`src/rtl/param_table_seq.sv`:
```
// param_table_seq: streams the entries of a packed constant table, one entry
// per valid/ready beat, across NUM_CH parallel channels of WIDTH bits each.
// Supports start/abort control and a loop mode that wraps to entry 0.
// Optional checks: define PARAM_TABLE_SEQ_ASSERT_EN to compile in parameter
// and protocol assertions; behaviour is identical with or without it.
module param_table_seq #(
   parameter int NUM_CH = 4,
   parameter int WIDTH  = 4,
   parameter int DEPTH  = 4,
   parameter logic [DEPTH*NUM_CH*WIDTH-1:0] TABLE = '0,
   localparam int IW = (DEPTH > 1) ? $clog2(DEPTH) : 1
) (
   input  logic                    clk,
   input  logic                    rst_n,
   input  logic                    start,
   input  logic                    abort,
   input  logic                    loop_en,
   output logic                    out_valid,
   input  logic                    out_ready,
   output logic [NUM_CH*WIDTH-1:0] out_data,
   output logic                    out_last,
   output logic [IW-1:0]           idx,
   output logic                    busy
);

   localparam int            ROW      = NUM_CH * WIDTH;
   localparam logic [IW-1:0] LAST_IDX = IW'(DEPTH - 1);

   typedef enum logic {
      S_IDLE = 1'b0,
      S_RUN  = 1'b1
   } state_t;

   state_t          r_state;
   state_t          w_state_nxt;
   logic [IW-1:0]   r_idx;
   logic [IW-1:0]   w_idx_nxt;
   logic [IW-1:0]   w_idx_inc;
   logic [ROW-1:0]  r_data;
   logic [ROW-1:0]  w_data_nxt;
   logic            w_beat;
   logic            w_at_last;

   // Constant-width slice of one table row; callers only pass indices < DEPTH.
   function automatic logic [ROW-1:0] entry_at(input logic [IW-1:0] e);
      return TABLE[int'(e)*ROW +: ROW];
   endfunction

   assign w_beat    = (r_state == S_RUN) && out_ready;
   assign w_at_last = (r_idx == LAST_IDX);
   assign w_idx_inc = r_idx + 1'b1;

   // Next-state, next-index and next-entry decode for the IDLE/RUN sequencer.
   always_comb begin
      // NOTE: every comb output gets a default first so no path can infer a latch.
      w_state_nxt = r_state;
      w_idx_nxt   = r_idx;
      w_data_nxt  = r_data;
      case (r_state)
         S_IDLE: begin
            // abort has priority over a simultaneous start
            if (start && !abort) begin
               w_state_nxt = S_RUN;
               w_idx_nxt   = '0;
               w_data_nxt  = entry_at('0);
            end
         end
         S_RUN: begin
            if (w_beat) begin
               if (!w_at_last) begin
                  w_idx_nxt  = w_idx_inc;
                  w_data_nxt = entry_at(w_idx_inc);
               end else if (loop_en) begin
                  w_idx_nxt  = '0;
                  w_data_nxt = entry_at('0);
               end else begin
                  w_state_nxt = S_IDLE;
               end
            end
            // a beat in the abort cycle is still consumed above
            if (abort) begin
               w_state_nxt = S_IDLE;
            end
         end
         default: w_state_nxt = S_IDLE;
      endcase
   end

   // State, index and output-entry registers.
   always_ff @(posedge clk or negedge rst_n) begin
      if (!rst_n) begin
         // NOTE: the entry register is reset too, so no stale data survives a reset.
         r_state <= S_IDLE;
         r_idx   <= '0;
         r_data  <= '0;
      end else begin
         // NOTE: non-blocking assignments keep all registers updating from pre-edge values.
         r_state <= w_state_nxt;
         r_idx   <= w_idx_nxt;
         r_data  <= w_data_nxt;
      end
   end

   assign busy      = (r_state == S_RUN);
   assign out_valid = busy;
   assign out_data  = r_data;
   assign idx       = r_idx;
   assign out_last  = busy && w_at_last;

`ifdef PARAM_TABLE_SEQ_ASSERT_EN
   if (NUM_CH < 1) begin : g_bad_num_ch
      $error("param_table_seq: NUM_CH must be >= 1");
   end
   if (WIDTH < 1) begin : g_bad_width
      $error("param_table_seq: WIDTH must be >= 1");
   end
   if (DEPTH < 1) begin : g_bad_depth
      $error("param_table_seq: DEPTH must be >= 1");
   end

   a_idx_range: assert property (@(posedge clk) disable iff (!rst_n)
      int'(r_idx) < DEPTH);

   a_hold_stable: assert property (@(posedge clk) disable iff (!rst_n)
      (out_valid && !out_ready) |=> ($stable(out_data) && $stable(idx)));

   a_valid_busy: assert property (@(posedge clk) disable iff (!rst_n)
      out_valid == busy);
`endif

endmodule

```
`config.mk`:
```
export PLATFORM = sky130hd
export DESIGN_NAME = param_table_seq
export DESIGN_NICKNAME = d
export VERILOG_FILES = /design/src/rtl/param_table_seq.sv
export SDC_FILE = /design/constraint.sdc
export NUM_CORES = 1
export LEC_CHECK = 0
export CAP_MARGIN = 5
export CORE_AREA = 2 2 39 41
export DETAILED_ROUTE_END_ITERATION = 12
export DIE_AREA = 0 0 41 43
export SLEW_MARGIN = 20
export SYNTH_ARGS = -nofsm -noshare
export SYNTH_HDL_FRONTEND = slang
export SYNTH_SLANG_ARGS = --single-unit
```
`constraint.sdc`:
```
create_clock -name clk -period 1.3 [get_ports clk]
set_input_delay 0.195 -clock clk [delete_from_list [all_inputs] [get_ports clk]]
set_output_delay 0.195 -clock clk [all_outputs]
set_load 0.02 [all_outputs]
```
M1 wires:
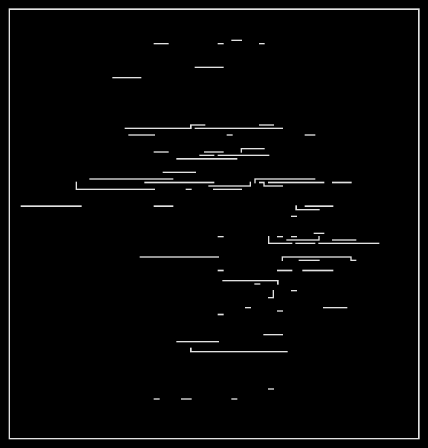
The layer carries 185 µm of wire. 40 nets have wire on it. The wires run mostly horizontal.

Met2 routing:
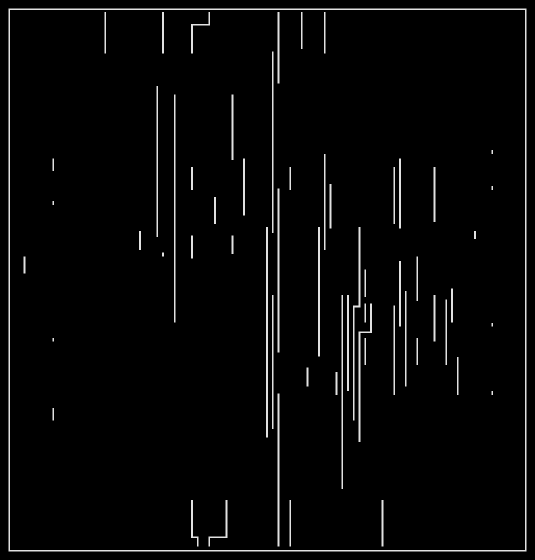
The layer holds 53% of the routed length. The layer carries 292 µm of wire.

Metal 3:
Bar = 10 µm.
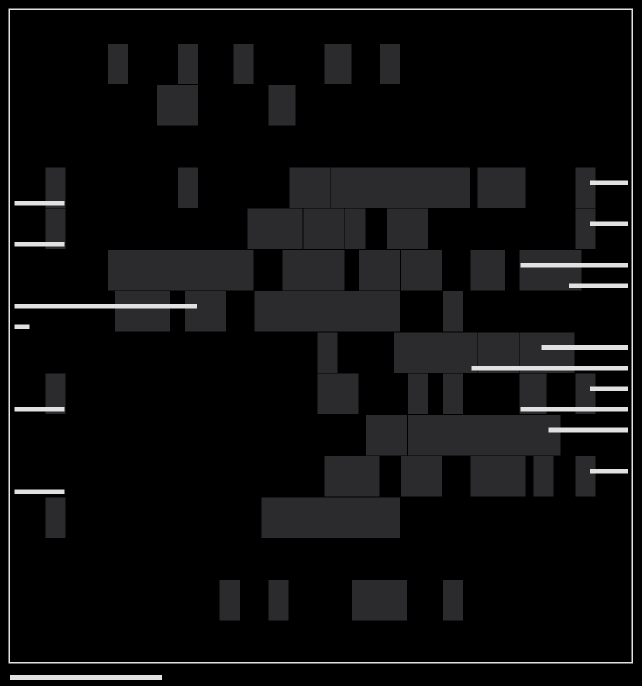
The layer holds 13% of the routed length. The wires run mostly horizontal. 16 nets have wire on it. The longest straight run is 11.7 µm. The layer carries 70.7 µm of wire.

==> impl_metrics.env <==
# yosys + openroad results
export IMPL_status="finished, violations left"
export IMPL_violations="setup timing"
export IMPL_wl_met3_um=70
export IMPL_async_flop_share_pct=100
export IMPL_dieWidth_um=41
export IMPL_ys_sh_aoi_pct=8.20
export IMPL_die_h_um=43
export IMPL_cts_sinks=3
export IMPL_lay_top_cells="16 x conb_1, 6 x buf_4, 5 x clkdlybuf4s50_1, 3 x clkbuf_4, 3 x clkbuf_2"
export IMPL_critPathCaptureType="flip-flop"
export IMPL_cts_clk_slew_worst_paths_ns=0.04
export IMPL_reg2reg_to="idx[0]$_DFFE_PN0P_"
export IMPL_p_int_uw=323
export IMPL_num_antenna_cells=0
export IMPL_wl_met2_um=291
export IMPL_instances_no_fill=68
export IMPL_ios=27
export IMPL_yosys_stat_area_um2=305
export IMPL_peakVddDrop_mv=0.383
export IMPL_cp_data_required_time_ns=1.41
export IMPL_h_tree_depth=1
export IMPL_avgViaCountPerCell=3.40
export IMPL_seq_share_pct=17.5
export IMPL_use_met2_pct=10.3
export IMPL_startpoint_type="flip-flop"
export IMPL_grt_pass1_wl_um=779
export IMPL_wire_per_inst_um=8.04
export IMPL_fp_util_pct=22.1
export IMPL_netSwitchingPower_uw=192
export IMPL_comb_share_pct=41.0
export IMPL_pre_cts_ws_ns=-0.209
export IMPL_coreArea_mm2=0.00138
export IMPL_cts_root_buf="clkbuf_4"
export IMPL_worstSetupPathType="flip-flop to flip-flop"
export IMPL_cp_arrival_ns=1.45
export IMPL_power_group_top="combinational cells"
export IMPL_simple_gate_area_share_pct=10.7
export IMPL_n_tap_cell=16
export IMPL_n_clock_buffer=4
export IMPL_edf_count=0
export IMPL_grt_max_degree=6
export IMPL_dr_pass1_iters=2
export IMPL_num_vias=231
export IMPL_powerDensity_mw_per_mm2=1160
export IMPL_r2r_cells=4
export IMPL_maxSlewViolCount=0
export IMPL_adder_share_pct=4.10
export IMPL_clock_path_buffers=2
export IMPL_synth_distinct_cells=14
export IMPL_setup_viol=1
export IMPL_p_seq_uw=134
export IMPL_clk_latency_ns=0.23
export IMPL_register_area_um2=77.6
export IMPL_fin_area_um2=443
export IMPL_final_period_utilization_pct=103
export IMPL_cts_setup_buffers=1
export IMPL_endpoint="idx[0]$_DFFE_PN0P_"
export IMPL_regToRegStartpoint="idx[0]$_DFFE_PN0P_"
export IMPL_dp_hpwl_um=416
export IMPL_path_cells="ha_4, and2b_1, o32ai_4, mux2_1"
export IMPL_chipArea_mm2=0.00176
export IMPL_sw_frac_of_total_pct=37.3
export IMPL_setup_slack_ns=-0.0385
export IMPL_drt_iter0_markers=1
export IMPL_crit_start="idx[0]$_DFFE_PN0P_"
export IMPL_yosysWarnings=0
export IMPL_placedCellCount=63
export IMPL_largest_register_ffs=2
export IMPL_logic_family="buffers and inverters"
export IMPL_highest_layer="met3"
export IMPL_comb_cells=27
export IMPL_m1WireLength_um=185
export IMPL_ys_seq_elements=3
export IMPL_path_depth=4
export IMPL_antenna_found_initial=0
export IMPL_synthCells=34
export IMPL_holdWs_ns=0.148
export IMPL_power_frac_comb_pct=41.3
export IMPL_p_leak_uw=0.000227
export IMPL_final_clk_cell_share_pct=5.93
export IMPL_cp_max_fo=3
export IMPL_common_cells="17 x buf_4, 3 x dfrtp_1, 2 x inv_1, 2 x nand2_1"
export IMPL_syn_area_um2=305
export IMPL_rrSetupSlack_ns=-0.04
export IMPL_p_clk_share_pct=32.6
export IMPL_hold_buffers=0
export IMPL_yosysTopAreaCellShare_pct=41.8
export IMPL_cts_tree="done"
export IMPL_period_minus_slack_ns=1.34
export IMPL_largest_class="multi-input combinational cells"
export IMPL_nets=60
export IMPL_top_usage_layer="met2"
export IMPL_comb_power_uw=213
export IMPL_max_stage_delay_ns=0.41
export IMPL_combGateArea_um2=181
export IMPL_synthToLayoutAreaGrowth_pct=45.1
export IMPL_io_buffer_count=10
export IMPL_top_area_cell="buf_4"
export IMPL_top_cell="buf_4"
export IMPL_ys_seq_share_pct=24.6
export IMPL_yosysCellCount=34
export IMPL_top_cells_by_area="buf_4 42%, dfrtp_1 25%, o32ai_2 5.3%"
export IMPL_grt_pass1_vias=210
export IMPL_xor_area_share_pct=0
export IMPL_tns_ns=-0.0385
Congestion heat map:
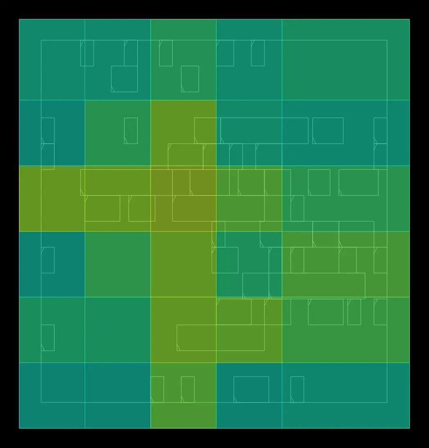
GRT Total Usage: 7.24%
met1 Usage GRT: 6.77%

Cell classes on the final placement:
Bar = 10 µm.
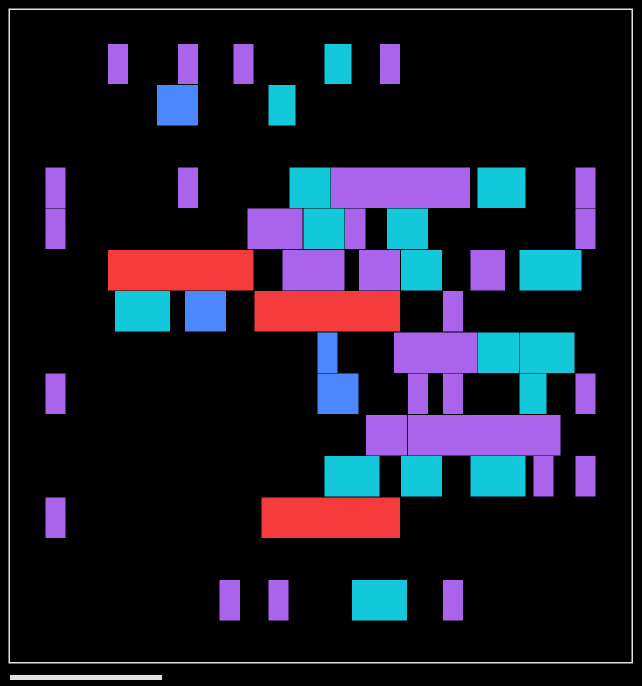
remaining buffers and delay cells: in cyan, cells 16. clock drivers and dummy loads: in blue, cells 4. sequential cells: in red, cells 3. combinational and other logic: in purple, cells 29.

